==> config.mk <==
export PLATFORM = sky130hd
export DESIGN_NAME = cycle_shift_register_param
export DESIGN_NICKNAME = d
export VERILOG_FILES = /design/src/rtl/cycle_shift_register_param.sv
export SDC_FILE = /design/constraint.sdc
export NUM_CORES = 1
export LEC_CHECK = 0
export CAP_MARGIN = 20
export CORE_MARGIN = 10
export CORE_UTILIZATION = 50
export DETAILED_ROUTE_END_ITERATION = 10
export GPL_ROUTABILITY_DRIVEN = 1
export GPL_TIMING_DRIVEN = 0
export PLACE_DENSITY = 0.92
export SYNTH_ARGS = -nofsm -noshare
export SYNTH_HDL_FRONTEND = slang
export SYNTH_SLANG_ARGS = --single-unit
==> constraint.sdc <==
create_clock -name i_clk -period 4.7 [get_ports i_clk]
set_clock_uncertainty 0.05 [all_clocks]
set_input_delay 0.94 -clock i_clk [delete_from_list [all_inputs] [get_ports i_clk]]
set_output_delay 0.94 -clock i_clk [all_outputs]
set_load 0.01 [all_outputs]
==> src/rtl/cycle_shift_register_param.sv <==
// rtl/cycle_shift_register_param.sv - multi-cycle rotate/logical-shift register, STEP bits per clock
module cycle_shift_register_param #(
  parameter  int WIDTH = 16,
  parameter  int STEP  = 1,
  localparam int AMT_W = $clog2(WIDTH)
) (
  input  logic             i_clk,
  input  logic             i_rst_n,
  input  logic             i_load,
  input  logic [WIDTH-1:0] din,
  input  logic             i_start,
  input  logic             i_dir,
  input  logic             i_mode,
  input  logic [AMT_W-1:0] i_amt,
  output logic             o_busy,
  output logic             o_done,
  output logic             o_carry,
  output logic [WIDTH-1:0] dout
);

  typedef enum logic [1:0] {IDLE, RUN, DONE} state_t;

  localparam logic [AMT_W-1:0] STEP_A = AMT_W'(STEP);

  state_t             state_q, state_d;
  logic [AMT_W-1:0]   count_q, count_d;
  logic               dir_q, dir_d;
  logic               mode_q, mode_d;
  logic [WIDTH-1:0]   dout_q, dout_d;
  logic               carry_q, carry_d;
  logic               busy_q, busy_d;
  logic               done_q, done_d;

  logic [AMT_W-1:0]   step_amt;
  logic [2*WIDTH-1:0] dbl_l, dbl_r;
  logic [WIDTH-1:0]   rot_l, rot_r;

  always_comb begin
    step_amt = (count_q < STEP_A) ? count_q : STEP_A;
    dbl_l    = {dout_q, dout_q} << step_amt;
    dbl_r    = {dout_q, dout_q} >> step_amt;
    rot_l    = dbl_l[2*WIDTH-1:WIDTH];
    rot_r    = dbl_r[WIDTH-1:0];
  end

  // The bit that wraps into the vacated end of a rotate is exactly the bit that
  // leaves the word, so the rotated word also supplies the carry for plain shifts.
  always_comb begin
    state_d = state_q;
    count_d = count_q;
    dir_d   = dir_q;
    mode_d  = mode_q;
    dout_d  = dout_q;
    carry_d = carry_q;
    case (state_q)
      IDLE: begin
        if (i_load) begin
          dout_d = din;
        end else if (i_start) begin
          dir_d   = i_dir;
          mode_d  = i_mode;
          count_d = i_amt;
          state_d = (i_amt != '0) ? RUN : DONE;
        end
      end
      RUN: begin
        if (!dir_q) begin
          dout_d  = mode_q ? (dout_q << step_amt) : rot_l;
          carry_d = rot_l[0];
        end else begin
          dout_d  = mode_q ? (dout_q >> step_amt) : rot_r;
          carry_d = rot_r[WIDTH-1];
        end
        count_d = count_q - step_amt;
        if (count_d == '0) state_d = DONE;
      end
      DONE:    state_d = IDLE;
      default: state_d = IDLE;
    endcase
    busy_d = (state_d != IDLE);
    done_d = (state_d == DONE);
  end

  always_ff @(posedge i_clk or negedge i_rst_n) begin
    if (!i_rst_n) begin
      state_q <= IDLE;
      count_q <= '0;
      dir_q   <= 1'b0;
      mode_q  <= 1'b0;
      dout_q  <= '0;
      carry_q <= 1'b0;
      busy_q  <= 1'b0;
      done_q  <= 1'b0;
    end else begin
      state_q <= state_d;
      count_q <= count_d;
      dir_q   <= dir_d;
      mode_q  <= mode_d;
      dout_q  <= dout_d;
      carry_q <= carry_d;
      busy_q  <= busy_d;
      done_q  <= done_d;
    end
  end

  assign dout    = dout_q;
  assign o_carry = carry_q;
  assign o_busy  = busy_q;
  assign o_done  = done_q;

endmodule
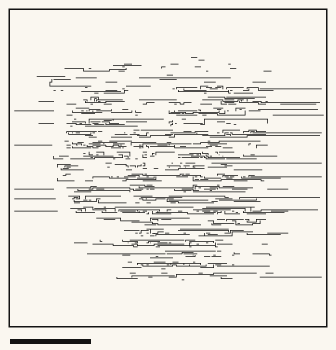
(run_1/met1.png)
Scale bar: 20 um.
share of all routed wire	46%
wire length on this layer	2100 um
nets with wire on the layer	215
main direction	horizontal
longest straight run	27.1 um
Total Wirelength: 4.53 mm
met1 global-route usage: 19.1%

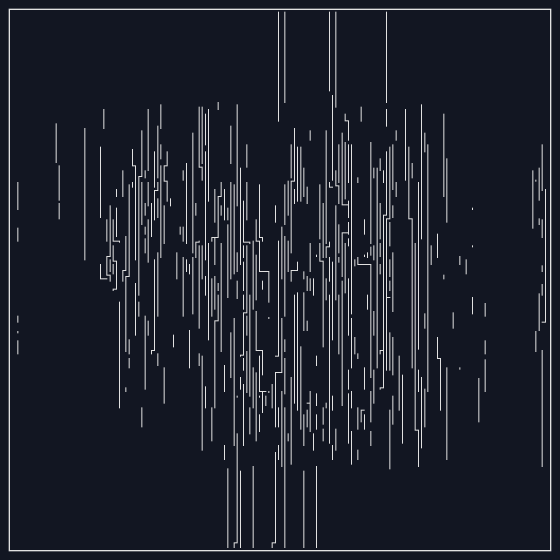
(run_1/met2.png)
wire length on this layer	2120 um
share of all routed wire	47%
main direction	vertical

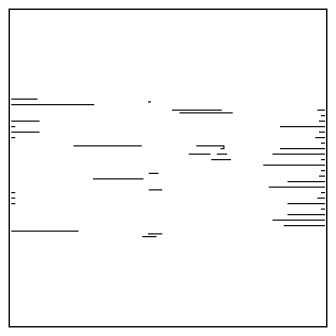
(run_1/met3.png)
share of all routed wire	6.0%
main direction	horizontal
nets with wire on the layer	40
longest straight run	20.2 um

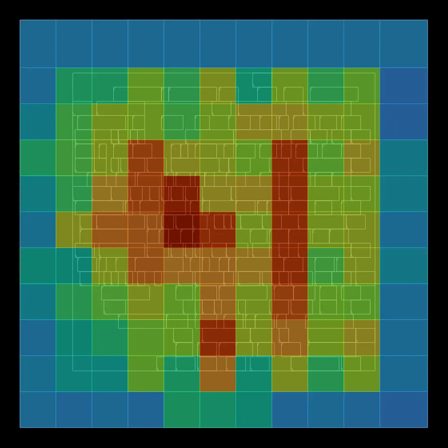
(run_1/final_congestion.png)
Core Util, Final: 67.5%
met2 usage: 24.4%
Top Usage Layer GRT: met2

==> results.txt, run 1 <==
run metrics: Final Hold Fails=0, arrival time worst endpoint=about 1.4 ns, vias in the first global route=1581, Final ANT Viol Nets=0, Yosys top cell by area=dfrtp_1, Finished Layout Cells=253, Longest Clk Path Bufs=2, syn avg cell area=between 10 and 15 um2, largest stage delay on the critical path=approximately 0.58 ns, placed cells=around 250, count leader, synth=dfrtp_1, row cnt=21, Commonest flop=dfrtp_1, htree depth=1, hold crit path type=register to register, critical path startpoint category=register, status=finished, final reports clean, fp_density=about half, setup slack, reg-to-reg=about 2.4 ns, Top cells excl fill/tap=clkdlybuf4s50_1, dfrtp_1, nand2_1, o22a_1, mux2i_1, Mux area share=8.88%, Placed Area=roughly 0.0022 mm2, CP max-delay cell=clkdlybuf4s50_1, WP data required=between 3 and 4 ns, minimum clock period after layout=2.38 ns, Static Leak=a little under 0.9 nW, period utilization=50.7%, Total GRT Usage=~15%, CP endpoint=dout[15], pin count of the biggest net entering global routing=19, Num CTS Buffers=3, Wirelength per Cell=17.9 um, total grt overflow=0, RR Startpoint=count_q[2]$_DFFE_PN0P_, Layout Nets=about 240, Root Buffer=clkbuf_4, asr flop ratio synth=100%, synthesized area=roughly 0.0017 mm2, Final Slew Violations=0, cells in synth_stat.txt=roughly 160, Buf/Inv on CP=1, first-pass GRT wire length=about 7.7 mm, stage-log warning count=26, Sink Count=27, AO/OA Area Share=approximately a quarter, final setup violation count=0, Mapped Nets=between 150 and 200, share of layout cells above drive strength 1=between 15 and 20%, Die X-Extent=slightly below 80 um, Top-area cell share=39.9%, Peak VDD IR=about 0.00033 V, r2r endpoint=state_q[0]$_DFF_PN0_, biggest area cells=dfrtp_1, o221a_2, mux2i_1, Post-CTS Setup Inserts=0, Crit Path Category=register to output port, commonest cells in the netlist=dfrtp_1, nand2_1, o22a_1, DRT Pass-1 Iters=4, via count=between 1500 and 2000, yosys simple share=17.5%, Late-Pin Clk Latency=between 0.3 and 0.4 ns, worst setup margin=between 2 and 2.5 ns, EDFF count, synth=0
==> run 1: per-layer routing <==
layer	vias to the layer above	track usage [%]	wire length (um)	part of all wire (%)
met2	53	24.4	2120	47
met4	0	3.23	40	0.88
met1	736	19.1	2100	46
li1	727	-	-	-
met3	5	3.30	270	6.0
met5	-	0	0	0
==> run 1: report_power, final <==
part	switching, mW	internal, mW	leakage (nW)
registers	0.141	0.346	0.308
logic	0.436	0.514	0.567
clock network	0.0722	0.0320	0.0177
==> run 1: layout make-up <==
type / instances / area, um2
Tap cell: 46 / 57.6
Sequential cell: 27 / 676
Fill cell: 297 / 1080
Inverter: 4 / 15.0
Buffer: 16 / 106
Clock buffer: 3 / 22.5
Clock inverter: 1 / 5.00
Multi-Input combinational cell: 112 / 895
Timing Repair Buffer: 44 / 458
==> run_1/port_nets.png <==
Scale bar: 20 um.
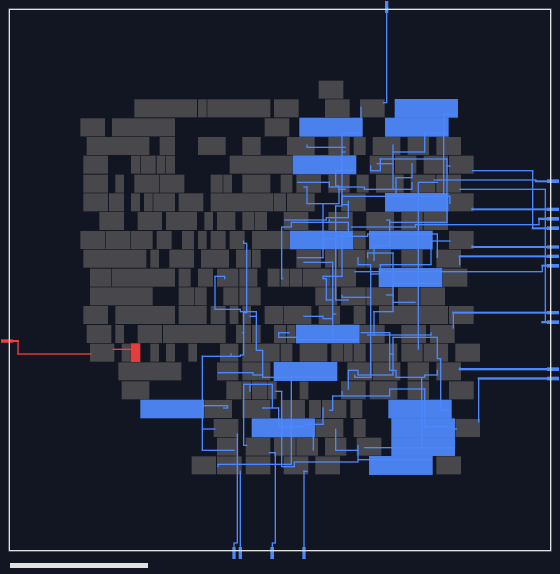

==> inputs of run 2 (changes only) <==
--- a/config.mk
+++ b/config.mk
@@ -7,11 +7,11 @@
 export LEC_CHECK = 0
 export CAP_MARGIN = 20
 export CORE_MARGIN = 10
-export CORE_UTILIZATION = 50
+export CORE_UTILIZATION = 44
 export DETAILED_ROUTE_END_ITERATION = 10
 export GPL_ROUTABILITY_DRIVEN = 1
 export GPL_TIMING_DRIVEN = 0
-export PLACE_DENSITY = 0.92
+export PLACE_DENSITY = 0.87
 export SYNTH_ARGS = -nofsm -noshare
 export SYNTH_HDL_FRONTEND = slang
 export SYNTH_SLANG_ARGS = --single-unit
==> constraint.sdc (replaced) <==
create_clock -name i_clk -period 2.1 [get_ports i_clk]
set_clock_uncertainty 0.05 [all_clocks]
set_input_delay 0.42 -clock i_clk [delete_from_list [all_inputs] [get_ports i_clk]]
set_output_delay 0.42 -clock i_clk [all_outputs]
set_load 0.01 [all_outputs]
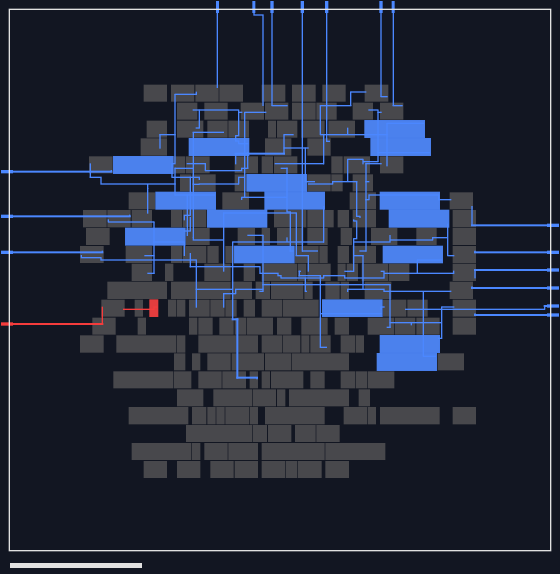
(run_2/port_nets.png)
Scale bar: 20 um.
color	port	direction	end cells	buffers	wire
red	i_dir	input	1	1	21.5 um
blue	dout	output	16	16	918 um

==> results.txt, run 2 <==
run metrics: status=finished, final reports clean (unchanged), commonest cells in the netlist=dfrtp_1, nand2_1, o22a_1 (unchanged), worst setup margin=0.108 ns (was 2.32 ns), n_diodes=0 (unchanged), clock network power=300 uW (was 104 uW), Num CTS Buffers=3 (unchanged), pin count of the biggest net entering global routing=16 (was 19), fp_density=45.9% (was 51.1%), total grt overflow=0 (unchanged), Layout Nets=235 (unchanged), Top logic family=AND-OR/OR-AND gates (unchanged), Fill cells=310 (was 297), Final Hold Fails=0 (unchanged), Core Util, Final=62.2% (was 67.5%), flop count=27 (unchanged), placed cells=251 (was 249), Max power group=combinational logic (unchanged), period utilization=94.9%, Top cells excl fill/tap=clkdlybuf4s50_1, dfrtp_1, nand2_1, o22a_1, mux2i_1 (unchanged), Placed Area=0.00221 mm2 (about the same), Synth Seq Share=39.9% (unchanged), Commonest flop=dfrtp_1 (unchanged), Mux area share=8.88% (unchanged), Clock buffer cells=4 (was 3), stage-log warning count=26 (unchanged), Mapped Nets=186 (unchanged), Final ANT Viol Nets=0 (unchanged), Peak VDD IR=0.000647 V (was 0.000328 V), routed wl met2=2.14 mm (was 2.12 mm), Gate Count Post-Synth=159 (unchanged), setup slack, reg-to-reg=0.11 ns (was 2.44 ns), Combinational Gates=112 (unchanged), asr flop ratio synth=100% (unchanged), Top class by area=multi-input combinational cells (unchanged), hold crit path type=primary input to register (was register to register), Longest Clk Path Bufs=2 (unchanged), core footprint=0.00369 mm2 (was 0.00331 mm2), combinational share of power=61.4% (was 61.6%), P_comb=2.23 mW (was 949 uW), Net Sw Frac=41.3% (was 42.1%), arrival time worst endpoint=2.07 ns (was 1.39 ns), WP data required=2.18 ns (was 3.71 ns), count leader, synth=dfrtp_1 (unchanged), Placement Setup Slack=-0.0938 ns (was 2.16 ns), Sink Count=27 (unchanged), htree depth=1 (unchanged), clock-pin slew on the worst setup and hold paths=0.09 ns (was 0.14 ns), buffer share of cell area=24.4% (was 25.3%), met1 global-route usage=18.6% (was 19.1%), Total Wirelength=4.60 mm (was 4.53 mm), WL met3=315 um (was 270 um), sequential group share of total power=30.4% (was 31.6%), nonclk buf count=60 (unchanged), Crit Path Category=register to register (was register to output port), I/O Pins=45 (unchanged), Critical path origin=count_q[1]$_DFFE_PN0P_ (was dout[15]$_DFFE_PN0P_), EDFF count, synth=0 (unchanged), TAP cells=48 (was 46), Die H=82.0 um (was 78.2 um), Final Instance Area=0.00229 mm2 (was 0.00223 mm2), biggest area cells=dfrtp_1, o221a_2, mux2i_1 (unchanged), design internal power=2.14 mW (was 892 uW), XOR/XNOR Fraction of Synth Area=0% (unchanged), vias in the first global route=1519 (was 1581), critical path startpoint category=register (unchanged), row cnt=22 (was 21), M1 WL=2.08 mm (was 2.10 mm), DRT Pass-1 Iters=4 (unchanged), yosys simple share=17.5% (unchanged), Top-area cell share=39.9% (unchanged), met2 usage=20.8% (was 24.4%), routed vias/inst=5.99 (was 6.01), syn avg cell area=10.6 um2 (unchanged), Total GRT Usage=13.8% (was 14.7%), maximum fanout along the worst path=8 (was 6), Yosys top cell by area=dfrtp_1 (unchanged), synthesized area=0.00169 mm2 (unchanged), Final Slew Violations=0 (unchanged), CTS tree=yes (unchanged), Max Cap Violations=0 (unchanged), via count=1528 (was 1521), RR Startpoint=count_q[1]$_DFFE_PN0P_ (was count_q[2]$_DFFE_PN0P_), pwr dens=1590 mW/mm2 (was 690 mW/mm2), Post-CTS Setup Inserts=1 (was 0), Logic area=936 um2 (was 895 um2), top layer in use=met4 (unchanged), AO/OA Area Share=25.7% (unchanged), total power=3.64 mW (was 1.54 mW), share of layout cells above drive strength 1=20.8% (was 18.4%), Root Buffer=clkbuf_8 (was clkbuf_4), minimum clock period after layout=~2.0 ns, Non-CTS inverters=4 (unchanged), cells in synth_stat.txt=159 (unchanged), final setup violation count=0 (unchanged), power share of the clock group=8.2% (was 6.8%), final setup TNS=0 ns (unchanged), sequential group power=1.11 mW (was 488 uW), grt met3 use=3.38% (was 3.30%), Static Leak=0.905 nW (was 0.892 nW), Top Usage Layer GRT=met2 (unchanged), first-pass GRT wire length=7.45 mm (was 7.71 mm), clock-cell share of area=1.96% (was 1.23%), r2r endpoint=state_q[0]$_DFF_PN0_ (unchanged), Sequential Area=677 um2 (was 676 um2), Wirelength per Cell=18.0 um (was 17.9 um), fa+ha+maj area frac=0.740% (unchanged), Die X-Extent=82.0 um (was 78.2 um), Area Overhead vs Synth=35.6% (was 32.1%), Port-buffer cells=43 (unchanged), Net Switching=1.50 mW (was 649 uW), DR DRC count=0 (unchanged), flop share of the area=29.5% (was 30.2%), Comb area share=40.8% (was 40.0%), Finished Layout Cells=255 (was 253), Late-Pin Clk Latency=0.27 ns (was 0.33 ns), CP endpoint=state_q[0]$_DFF_PN0_ (was dout[15])
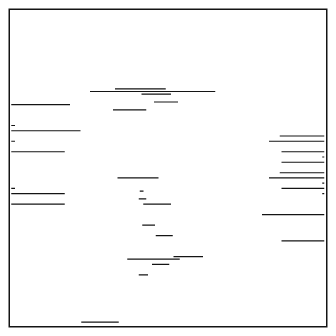
(run_2/met3.png)
longest straight run	32.2 um
nets with wire on the layer	33
share of all routed wire	6.9%
main direction	horizontal
wire length on this layer	316 um

## run 2: worst min-delay path by stage
| stage | startpoint | endpoint | cells past startpoint |
|---|---|---|---|
| after detailed placement | o_carry$_DFFE_PN0P_ | o_carry$_DFFE_PN0P_ | 2 |
| final | i_load | dir_q$_DFFE_PN0P_ | 4 |
| after global routing | i_load | dir_q$_DFFE_PN0P_ | 4 |
| after global placement | mode_q$_DFFE_PN0P_ | mode_q$_DFFE_PN0P_ | 2 |
| after CTS | i_load | dir_q$_DFFE_PN0P_ | 4 |
| after floorplan | i_rst_n | count_q[0]$_DFFE_PN0P_ | 0 |
## run 2: worst max-delay path: stages, from the launching register on
cell and delay (ns):
dfrtp_1 0.38, buf_6 0.13, or4_4 0.55, nand2b_4 0.09
ha_4 0.21, nor2_4 0.12, and4_2 0.23, o32ai_2 0.08
==> run_2/met1.png <==
Scale bar: 20 um.
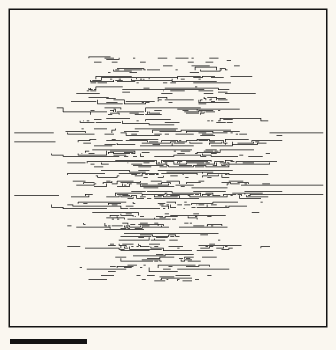

==> inputs of run 3 (changes only) <==
--- a/config.mk
+++ b/config.mk
@@ -7,11 +7,11 @@
 export LEC_CHECK = 0
 export CAP_MARGIN = 20
 export CORE_MARGIN = 10
-export CORE_UTILIZATION = 44
+export CORE_UTILIZATION = 35
 export DETAILED_ROUTE_END_ITERATION = 10
 export GPL_ROUTABILITY_DRIVEN = 1
 export GPL_TIMING_DRIVEN = 0
-export PLACE_DENSITY = 0.87
+export PLACE_DENSITY = 0.73
 export SYNTH_ARGS = -nofsm -noshare
 export SYNTH_HDL_FRONTEND = slang
 export SYNTH_SLANG_ARGS = --single-unit
==> constraint.sdc (replaced) <==
create_clock -name i_clk -period 1.6 [get_ports i_clk]
set_clock_uncertainty 0.05 [all_clocks]
set_input_delay 0.32 -clock i_clk [delete_from_list [all_inputs] [get_ports i_clk]]
set_output_delay 0.32 -clock i_clk [all_outputs]
set_load 0.01 [all_outputs]
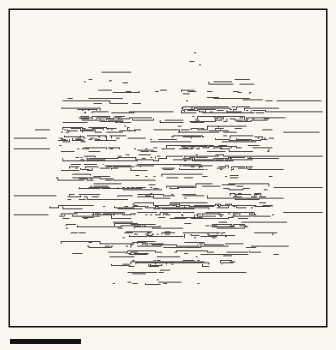
(run_3/met1.png)
Scale bar: 20 um.
Total Wirelength: 5.19 mm
via count: 1617
met1 global-route usage: 16.1%

==> results.txt, run 3 <==
run metrics: status=finished with violations (was finished, final reports clean), failing checks=negative setup slack, vias in the first global route=1697 (was 1519), critical path, cell by cell=or4_4 > buf_8 > nand2b_4 > ha_4 > nor2_4 > and4_4 > o32ai_2 (was buf_6 > or4_4 > nand2b_4 > ha_4 > nor2_4 > and4_2 > o32ai_2), CP delay by family, top=simple AND/OR/NAND/NOR gates (unchanged), Synth Seq Share=39.9% (unchanged), Commonest flop=dfrtp_1 (unchanged), Top Usage Layer GRT=met2 (unchanged), Placed Area=0.00225 mm2 (was 0.00221 mm2), Top cells excl fill/tap=clkdlybuf4s50_1, buf_4, dfrtp_1 (was clkdlybuf4s50_1, dfrtp_1, nand2_1, o22a_1, mux2i_1), Mux area share=8.88% (unchanged), row cnt=25 (was 22), period utilization=123% (was 94.9%), Peak VDD IR=0.00101 V (was 0.000647 V), AO/OA Area Share=25.7% (unchanged), Die H=89.5 um (was 82.0 um), Top logic family=AND-OR/OR-AND gates (unchanged), core footprint=0.00469 mm2 (was 0.00369 mm2), Crit Path Category=register to register (unchanged), cells in synth_stat.txt=159 (unchanged), fa+ha+maj area frac=0.740% (unchanged), Combinational Gates=112 (unchanged), minimum clock period after layout=1.97 ns (was 1.99 ns), final setup violation count=23 (was 0), Sink Count=27 (unchanged), stage-log warning count=29 (was 26), total grt overflow=0 (unchanged), Final Hold Fails=0 (unchanged), routed vias/inst=5.67 (was 5.99), sequential group share of total power=22.7% (was 30.4%), power share of the clock group=7.2% (was 8.2%), total power=5.62 mW (was 3.64 mW), Fill cells=412 (was 310), DRT Pass-1 Iters=4 (unchanged), Logic area=0.00106 mm2 (was 936 um2), biggest area cells=dfrtp_1, o221a_2, mux2i_1 (unchanged), clock network power=405 uW (was 300 uW), flop share of the area=25.5% (was 29.5%), n_diodes=0 (unchanged), clock-cell share of area=1.69% (was 1.96%), Clock buffer cells=4 (unchanged), Static Leak=1.12 nW (was 0.905 nW), yosys simple share=17.5% (unchanged), Total GRT Usage=13.2% (was 13.8%), Finished Layout Cells=285 (was 255), critical path startpoint category=register (unchanged), Comb area share=39.8% (was 40.8%), Net Switching=2.31 mW (was 1.50 mW), Mapped Nets=186 (unchanged), Net Sw Frac=41.1% (was 41.3%), Root Buffer=clkbuf_8 (unchanged), worst setup margin=-0.373 ns (was 0.108 ns), Die X-Extent=89.5 um (was 82.0 um), Late-Pin Clk Latency=0.28 ns (was 0.27 ns), Sequential Area=681 um2 (was 677 um2), asr flop ratio synth=100% (unchanged), Placement Setup Slack=-0.460 ns (was -0.0938 ns), Area Overhead vs Synth=57.8% (was 35.6%), hold crit path type=primary input to async pin (was primary input to register), routed wl met2=2.54 mm (was 2.14 mm), design internal power=3.31 mW (was 2.14 mW), DR DRC count=0 (unchanged), nonclk buf count=84 (was 60), Final ANT Viol Nets=0 (unchanged), share of layout cells above drive strength 1=35.9% (was 20.8%), P_comb=3.94 mW (was 2.23 mW), Top class by area=multi-input combinational cells (unchanged), XOR/XNOR Fraction of Synth Area=0% (unchanged), combinational share of power=70.1% (was 61.4%)
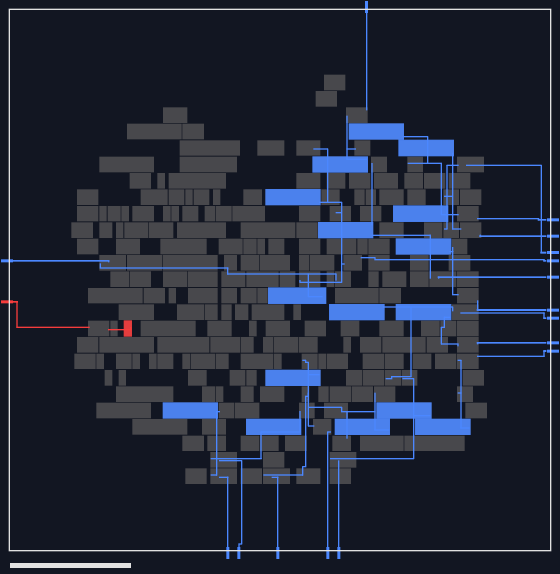
(run_3/port_nets.png)
Scale bar: 20 um.
color	port	direction	end cells	buffers	wire
red	i_dir	input	1	1	20.9 um
blue	dout	output	16	16	624 um
I/O Pins: 45
Port-buffer cells: 43

==> run 3: repair_timing <==
action                                 in CTS  in global routing
endpoints found under the hold margin       0                  0
hold buffers                                0                  0
setup buffers                              22                  4
setup endpoints to repair                  40                 33
pin swaps                                   2                  4
gates resized                              15                 31
==> run 3: worst paths after layout <==
kind                       cells past startpoint                      to                   start
max                                            7    state_q[0]$_DFF_PN0_  count_q[2]$_DFFE_PN0P_
min                                            1     dout[3]$_DFFE_PN0P_                 i_rst_n
max reg2reg                                    7    state_q[0]$_DFF_PN0_  count_q[2]$_DFFE_PN0P_
min reg2reg                                    2     o_carry$_DFFE_PN0P_     o_carry$_DFFE_PN0P_
max in group asynchronous                      2  count_q[0]$_DFFE_PN0P_                 i_rst_n
min in group i_clk                             2     o_carry$_DFFE_PN0P_     o_carry$_DFFE_PN0P_
Power is estimated from default activity; no workload was simulated.
